[src/rtl/cube_scan_driver.sv]
// cube_scan_driver
// Multiplexed scan driver for an N x N x N LED cube. The cube is lit one row
// at a time: one layer is pulled low on high_csn, one row is selected on
// row_cs, and the row's LED bits go out on row. Each row slot starts with a
// blanking interval where everything is off, then an on interval where the
// row data is gated by a PWM comparison against a latched brightness.
// Frames are double buffered: a new frame lands in a shadow buffer and is
// copied into the displayed buffer only at the end of a full scan.
//
// Ports:
//   clk          clock, all state on rising edge
//   rst          synchronous active-high reset
//   enable       scanning enabled when high
//   brightness   global PWM duty (lit when pwm count < brightness)
//   frame_flat   new frame; row r occupies bits [r*N+N-1 : r*N]
//   frame_valid  frame_flat offered
//   frame_ready  shadow buffer empty, offered frame is accepted
//   high_csn     layer select, active low
//   row_cs       row select, active high
//   row          LED data of the selected row
//   frame_done   one-cycle pulse after the last slot of a full scan
module cube_scan_driver #(
  parameter int N            = 8,
  parameter int ROW_CYCLES   = 16384,
  parameter int BLANK_CYCLES = 64,
  parameter int BRIGHT_W     = 4
) (
  input  logic                clk,
  input  logic                rst,
  input  logic                enable,
  input  logic [BRIGHT_W-1:0] brightness,
  input  logic [N*N*N-1:0]    frame_flat,
  input  logic                frame_valid,
  output logic                frame_ready,
  output logic [N-1:0]        high_csn,
  output logic [N-1:0]        row_cs,
  output logic [N-1:0]        row,
  output logic                frame_done
);

  localparam int LOGN   = $clog2(N);
  localparam int IDX_W  = 2 * LOGN;
  localparam int SLOT_W = $clog2(ROW_CYCLES);
  localparam int CUBE   = N * N * N;

  localparam logic [SLOT_W-1:0] BLANK_LAST = SLOT_W'(BLANK_CYCLES - 1);
  localparam logic [SLOT_W-1:0] SLOT_LAST  = SLOT_W'(ROW_CYCLES - 1);
  localparam logic [IDX_W-1:0]  IDX_LAST   = {IDX_W{1'b1}};

  typedef enum logic [1:0] {
    IDLE  = 2'd0,
    BLANK = 2'd1,
    ON    = 2'd2
  } state_t;

  state_t              state_r, state_nxt;
  logic [IDX_W-1:0]    idx_r, idx_nxt;
  logic [SLOT_W-1:0]   slot_r, slot_nxt;
  logic [BRIGHT_W-1:0] pwm_r, pwm_nxt;
  logic [BRIGHT_W-1:0] bright_r, bright_nxt;
  logic                wrap;

  logic [CUBE-1:0]     active_r;
  logic [CUBE-1:0]     shadow_r;
  logic                shadow_full_r;
  logic                load;

  logic [N-1:0]        csn_nxt, cs_nxt, row_nxt;
  logic [LOGN-1:0]     layer, lrow;

  // idx = layer * N + row-in-layer, so the split is a plain bit slice
  assign layer       = idx_r[IDX_W-1:LOGN];
  assign lrow        = idx_r[LOGN-1:0];
  assign frame_ready = ~shadow_full_r;
  assign load        = frame_valid & ~shadow_full_r;

  // Scan state register
  always_ff @(posedge clk) begin
    if (rst) begin
      state_r  <= IDLE;
      idx_r    <= {IDX_W{1'b0}};
      slot_r   <= {SLOT_W{1'b0}};
      pwm_r    <= {BRIGHT_W{1'b0}};
      bright_r <= {BRIGHT_W{1'b0}};
    end else begin
      state_r  <= state_nxt;
      idx_r    <= idx_nxt;
      slot_r   <= slot_nxt;
      pwm_r    <= pwm_nxt;
      bright_r <= bright_nxt;
    end
  end

  // Next-state logic: slot timing, row index advance, PWM count, brightness latch
  always_comb begin
    state_nxt  = state_r;
    idx_nxt    = idx_r;
    slot_nxt   = slot_r;
    pwm_nxt    = pwm_r;
    bright_nxt = bright_r;
    wrap       = 1'b0;
    if (!enable) begin
      // dropping enable abandons the scan without a frame end
      state_nxt = IDLE;
      idx_nxt   = {IDX_W{1'b0}};
      slot_nxt  = {SLOT_W{1'b0}};
      pwm_nxt   = {BRIGHT_W{1'b0}};
    end else begin
      case (state_r)
        IDLE: begin
          state_nxt  = BLANK;
          idx_nxt    = {IDX_W{1'b0}};
          slot_nxt   = {SLOT_W{1'b0}};
          pwm_nxt    = {BRIGHT_W{1'b0}};
          bright_nxt = brightness;
        end
        BLANK: begin
          slot_nxt = slot_r + 1'b1;
          pwm_nxt  = {BRIGHT_W{1'b0}};
          if (slot_r == BLANK_LAST) begin
            state_nxt = ON;
          end else begin
            state_nxt = BLANK;
          end
        end
        ON: begin
          pwm_nxt = pwm_r + 1'b1;
          if (slot_r == SLOT_LAST) begin
            state_nxt  = BLANK;
            slot_nxt   = {SLOT_W{1'b0}};
            bright_nxt = brightness;
            // N*N is a power of two, so the increment wraps idx to 0 by itself
            idx_nxt    = idx_r + 1'b1;
            wrap       = (idx_r == IDX_LAST);
          end else begin
            state_nxt = ON;
            slot_nxt  = slot_r + 1'b1;
          end
        end
        default: begin
          state_nxt = IDLE;
          idx_nxt   = {IDX_W{1'b0}};
          slot_nxt  = {SLOT_W{1'b0}};
          pwm_nxt   = {BRIGHT_W{1'b0}};
        end
      endcase
    end
  end

  // Output decode from current state; registered below so outputs lag by one cycle
  always_comb begin
    csn_nxt = {N{1'b1}};
    cs_nxt  = {N{1'b0}};
    row_nxt = {N{1'b0}};
    case (state_r)
      ON: begin
        for (int i = 0; i < N; i++) begin
          csn_nxt[i] = (layer != LOGN'(i));
          cs_nxt[i]  = (lrow == LOGN'(i));
        end
        if (pwm_r < bright_r) begin
          row_nxt = active_r[{idx_r, {LOGN{1'b0}}} +: N];
        end else begin
          row_nxt = {N{1'b0}};
        end
      end
      default: begin
        csn_nxt = {N{1'b1}};
        cs_nxt  = {N{1'b0}};
        row_nxt = {N{1'b0}};
      end
    endcase
  end

  // Output registers
  always_ff @(posedge clk) begin
    if (rst) begin
      high_csn   <= {N{1'b1}};
      row_cs     <= {N{1'b0}};
      row        <= {N{1'b0}};
      frame_done <= 1'b0;
    end else begin
      high_csn   <= csn_nxt;
      row_cs     <= cs_nxt;
      row        <= row_nxt;
      frame_done <= wrap;
    end
  end

  // Double-buffered frame storage; the swap happens only on the frame-end edge.
  // A load can never coincide with the swap because load requires an empty shadow.
  always_ff @(posedge clk) begin
    if (rst) begin
      active_r      <= {CUBE{1'b0}};
      shadow_r      <= {CUBE{1'b0}};
      shadow_full_r <= 1'b0;
    end else begin
      if (wrap && shadow_full_r) begin
        active_r      <= shadow_r;
        shadow_full_r <= 1'b0;
      end
      if (load) begin
        shadow_r      <= frame_flat;
        shadow_full_r <= 1'b1;
      end
    end
  end

endmodule
[config.mk]
export PLATFORM = sky130hd
export DESIGN_NAME = cube_scan_driver
export DESIGN_NICKNAME = d
export VERILOG_FILES = /design/src/rtl/cube_scan_driver.sv
export SDC_FILE = /design/constraint.sdc
export NUM_CORES = 2
export LEC_CHECK = 0
export CORE_MARGIN = 2
export CORE_UTILIZATION = 35
export CTS_CLUSTER_SIZE = 24
export DETAILED_ROUTE_END_ITERATION = 12
export PLACE_DENSITY = 0.6
export SYNTH_ARGS = -nofsm -noshare
export SYNTH_HDL_FRONTEND = slang
export SYNTH_SLANG_ARGS = --single-unit
[constraint.sdc]
create_clock -name clk -period 2.8 [get_ports clk]
set_input_delay 0.84 -clock clk [delete_from_list [all_inputs] [get_ports clk]]
set_output_delay 0.84 -clock clk [all_outputs]
set_load 0.005 [all_outputs]
==> results.yml <==
# flow metrics
grt:
  grt_max_degree: 197
  grt_pass1_wl_mm: 227
  overflow: 0
  grtUsageTotal_pct: 23.0
  antenna_found_initial: 20
  first_global_vias: 36653
power_and_ir_drop:
  p_leak_uw: 0.0183
  ir_drop_mv: 0.481
  p_comb_share_pct: 7.4
  power_density_mw_per_mm2: 629
  p_clk_share_pct: 45.7
  p_sw_uw: 8140
  p_int_uw: 26000
  swShare_pct: 23.8
  pwr-share-seq_pct: 47.0
  power_uw: 34100
cells_and_area:
  fill_cells: 12019
  layout.cells.most_common: "dfxtp_1"
  layout-drive-gt1-share_pct: 9.36
  final_cell_mix: "dfxtp_1, nand2_1, a21oi_1, clkdlybuf4s50_1, nand3_1"
  nets: 5986
  final_cells: 7180
logic_synthesis:
  top_area_cell: "dfxtp_1"
  synth_seq_share_pct: 50.1
  synth_top_area_share_pct: 50.1
  synth_cell_type_count: 43
  netlist_area_mm2: 0.0432
  ys_async_sr_fraction_pct: 0
  syn_nets: 5670
  synthCells: 5135
  ys_cells: 5135
  synth_chip_area_mm2: 0.0432
  yosysMostFrequentCell: "dfxtp_1"
  edf_count: 0
  yosys-top-cells-area: "dfxtp_1, a21oi_1, nand2_1, nand3_1, mux4_2"
  ys_ff: 1080
  ff_type: "dfxtp_1"
  synth.top_cells.by_count: "dfxtp_1, nand2_1, a21oi_1"
  synth.avg_cell_area_um2: 8.40
  ys_warn_count: 0
clocking:
  postCtsHoldBufs: 0
  path_clk_slew_ns: 0.06
  ctsResizeCount: 1
  clockBufferDepth: 3
  cts_tree: "done"
  cts_root_buffer: "clkbuf_16"
  clock_sinks: 1080
  htreeDepth: 3
  insertion_delay_ns: 0.72
  post_cts_buffers: 0
  cts_buffers: 114
job:
  maxCapViolCount: 0
  warnings: 55
setup_path:
  cpLargestDelayFamily: "buffers and inverters"
  required_ns: 1.96
  endpoint_kind: "output pin"
  critPathSlowestCell: "dfxtp_2"
  cpPeakStageDelay_ns: 0.50
  reg2reg_to: "row[7]"
  worstPathArrival_ns: 1.85
  crit_fanout: 5
  reg2reg_from: "idx_r[1]"
  path_cells: "inv_1, clkdlybuf4s50_1"
  cp.depth: 2
  cp-start-kind: "flop"
  reg2reg_depth: 9
  path_buffers: 2
  startpoint: "shadow_full_r"
  ff2ff_setup_slack_ns: 0.12
  path_class: "flop to output pin"
  worstSetupEndpoint: "frame_ready"
sta:
  worstMarginPinSlew_ns: 0.999
  tns_ns: 0
  holdWs_ns: 0.443
  hold_violations: 0
  slew_headroom_pct: 33.4
  skew_ns: 0.0397
  fmax_mhz: 371
  finalCritPeriodShare_pct: 96.2
  maxSlewViolCount: 0
  rsz0062_at_grt: "no"
  setup_violations: 0
  finalCriticalPeriod_ns: 2.69
detailed_routing:
  vias: 38438
  drc: 0
  via_per_inst: 5.35
  routedWlPerCell_um: 20.9
  drtAntennaViolNets: 0
  drtIter0Drc: 3789
  firstDrtPassIters: 5
  drt_wl_total_mm: 150
place:
  placedCellCount: 6960
  place_ws_ns: 0.0163
  dp_hpwl_mm: 103
  port_buffers: 545
  gp_congestion: 0.820
  place_area_mm2: 0.0504
worst_hold_path:
  holdPathEnd: "slot_r[0]"
  worstHoldStart: "slot_r[0]"
  hold_class: "flop to flop"
  min_path_cells: 1
floorplan:
  die_x_um: 355
  pin_count: 546
  core_util_floorplan_pct: 35.4
  die_area_mm2: 0.126
  die_h_um: 355
status:
  status: "complete, no violations"
[metal layers]
metal | track usage (%) | share of wire [%] | up-vias
met4 | 6.86 | 2.4 | 14
li1 | - | - | 18478
met5 | 0 | 0.065 | -
met3 | 4.18 | 6.2 | 212
met1 | 31.5 | 44 | 18614
met2 | 36.9 | 47 | 1120
[final cells by class]
| type | count | area [um^2] | area share (%) |
|---|---|---|---|
| antenna | 10 | 25.0 | 0.0461 |
| clock buffer | 160 | 3240 | 5.96 |
| multi-input combinational | 3533 | 19100 | 35.2 |
| tap | 1625 | 2030 | 3.74 |
| clock inverter | 50 | 602 | 1.11 |
| sequential | 1080 | 21600 | 39.8 |
| timing repair buffer | 710 | 7600 | 14.0 |
| inverter | 12 | 48.8 | 0.0899 |
[power groups by stage]
stage | combinational (uW) | clock (uW) | sequential [uW]
after detailed placement | 2510 | 0 | 16400
after global routing | 2720 | 16500 | 16100
after global placement | 2500 | 0 | 16400
final | 2510 | 15600 | 16000
after CTS | 2520 | 15800 | 16000
after floorplan | 1110 | 0 | 16300
[flip-flops by register name, indices dropped and copies added, names as in the netlist]
name	count
row_cs	8
shadow_full_r	1
row	8
slot_r	14
shadow_r	512
active_r	512
bright_r	4
high_csn	8
pwm_r	4
frame_done	1
state_r	2
idx_r	6
[cell families (layout without fill, tap and decap cells)]
| logic type | Yosys count | after routing | share of synthesized area [%] |
|---|---|---|---|
| simple gates | 1698 | 1698 | 16.7 |
| compound gates | 1627 | 1627 | 19.2 |
| flops | 1080 | 1080 | 50.1 |
| buf+inv | 522 | 932 | 5.68 |
| mux | 179 | 179 | 7.62 |
| fa+ha+maj | 15 | 15 | 0.435 |
| xor+xnor | 14 | 14 | 0.284 |
| other cells | 0 | 10 | 0 |
Fig. 1: placed standard cells
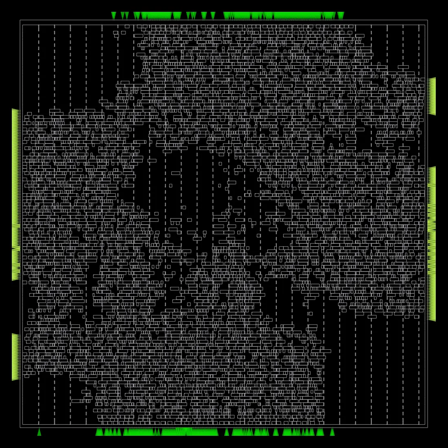
Core Rows: 128
Seq/total area: 39.8%
tap cells: 1625
Core Area: 0.122 mm^2

Fig. 2: drive-strength map
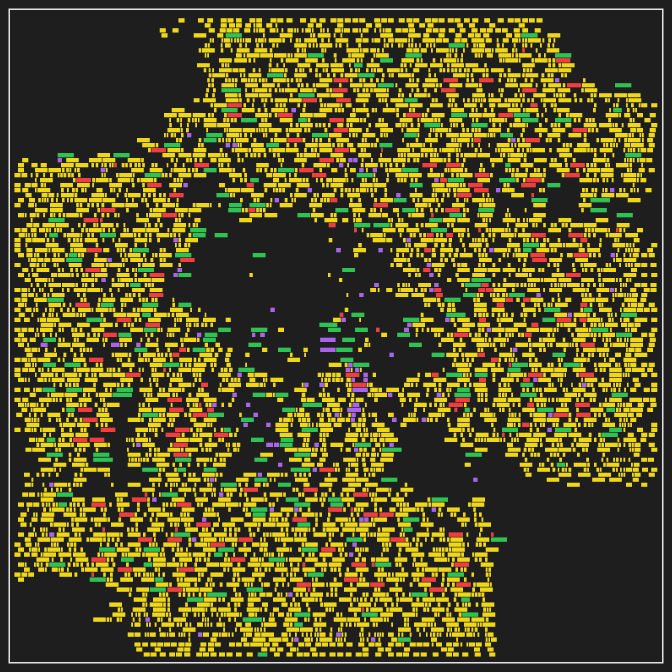
Green is drive 6 and up, cells 224, most used clkbuf_16. Yellow is drive 1 or less, cells 5026, most used dfxtp_1. Red is drive 2, cells 181, most used mux4_2. Purple is drive 3 to 4, cells 114, most used buf_4.
area grow syn2layout: 25.8%
Final Cell Area: 0.0543 mm^2
Non-clk bufs: 710
Worst Slack Setup Final: 0.108 ns

Fig. 3: where the registers sit
Bar = 100 um.
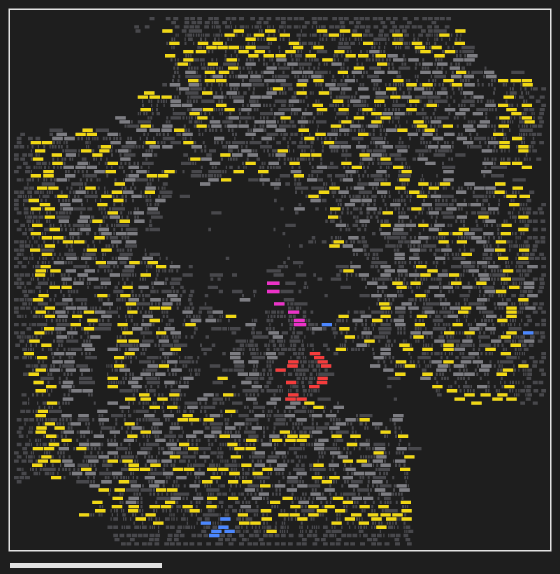
Blue is row_cs, flops 8. Magenta is idx_r, flops 6, where middle. Red is slot_r, flops 14. Yellow is shadow_r, flops 512, where spread over the die.
Reg area: 0.0216 mm^2
sequential power: 16000 uW
fin util: 44.5%

Power and IR drop assume default switching activity.
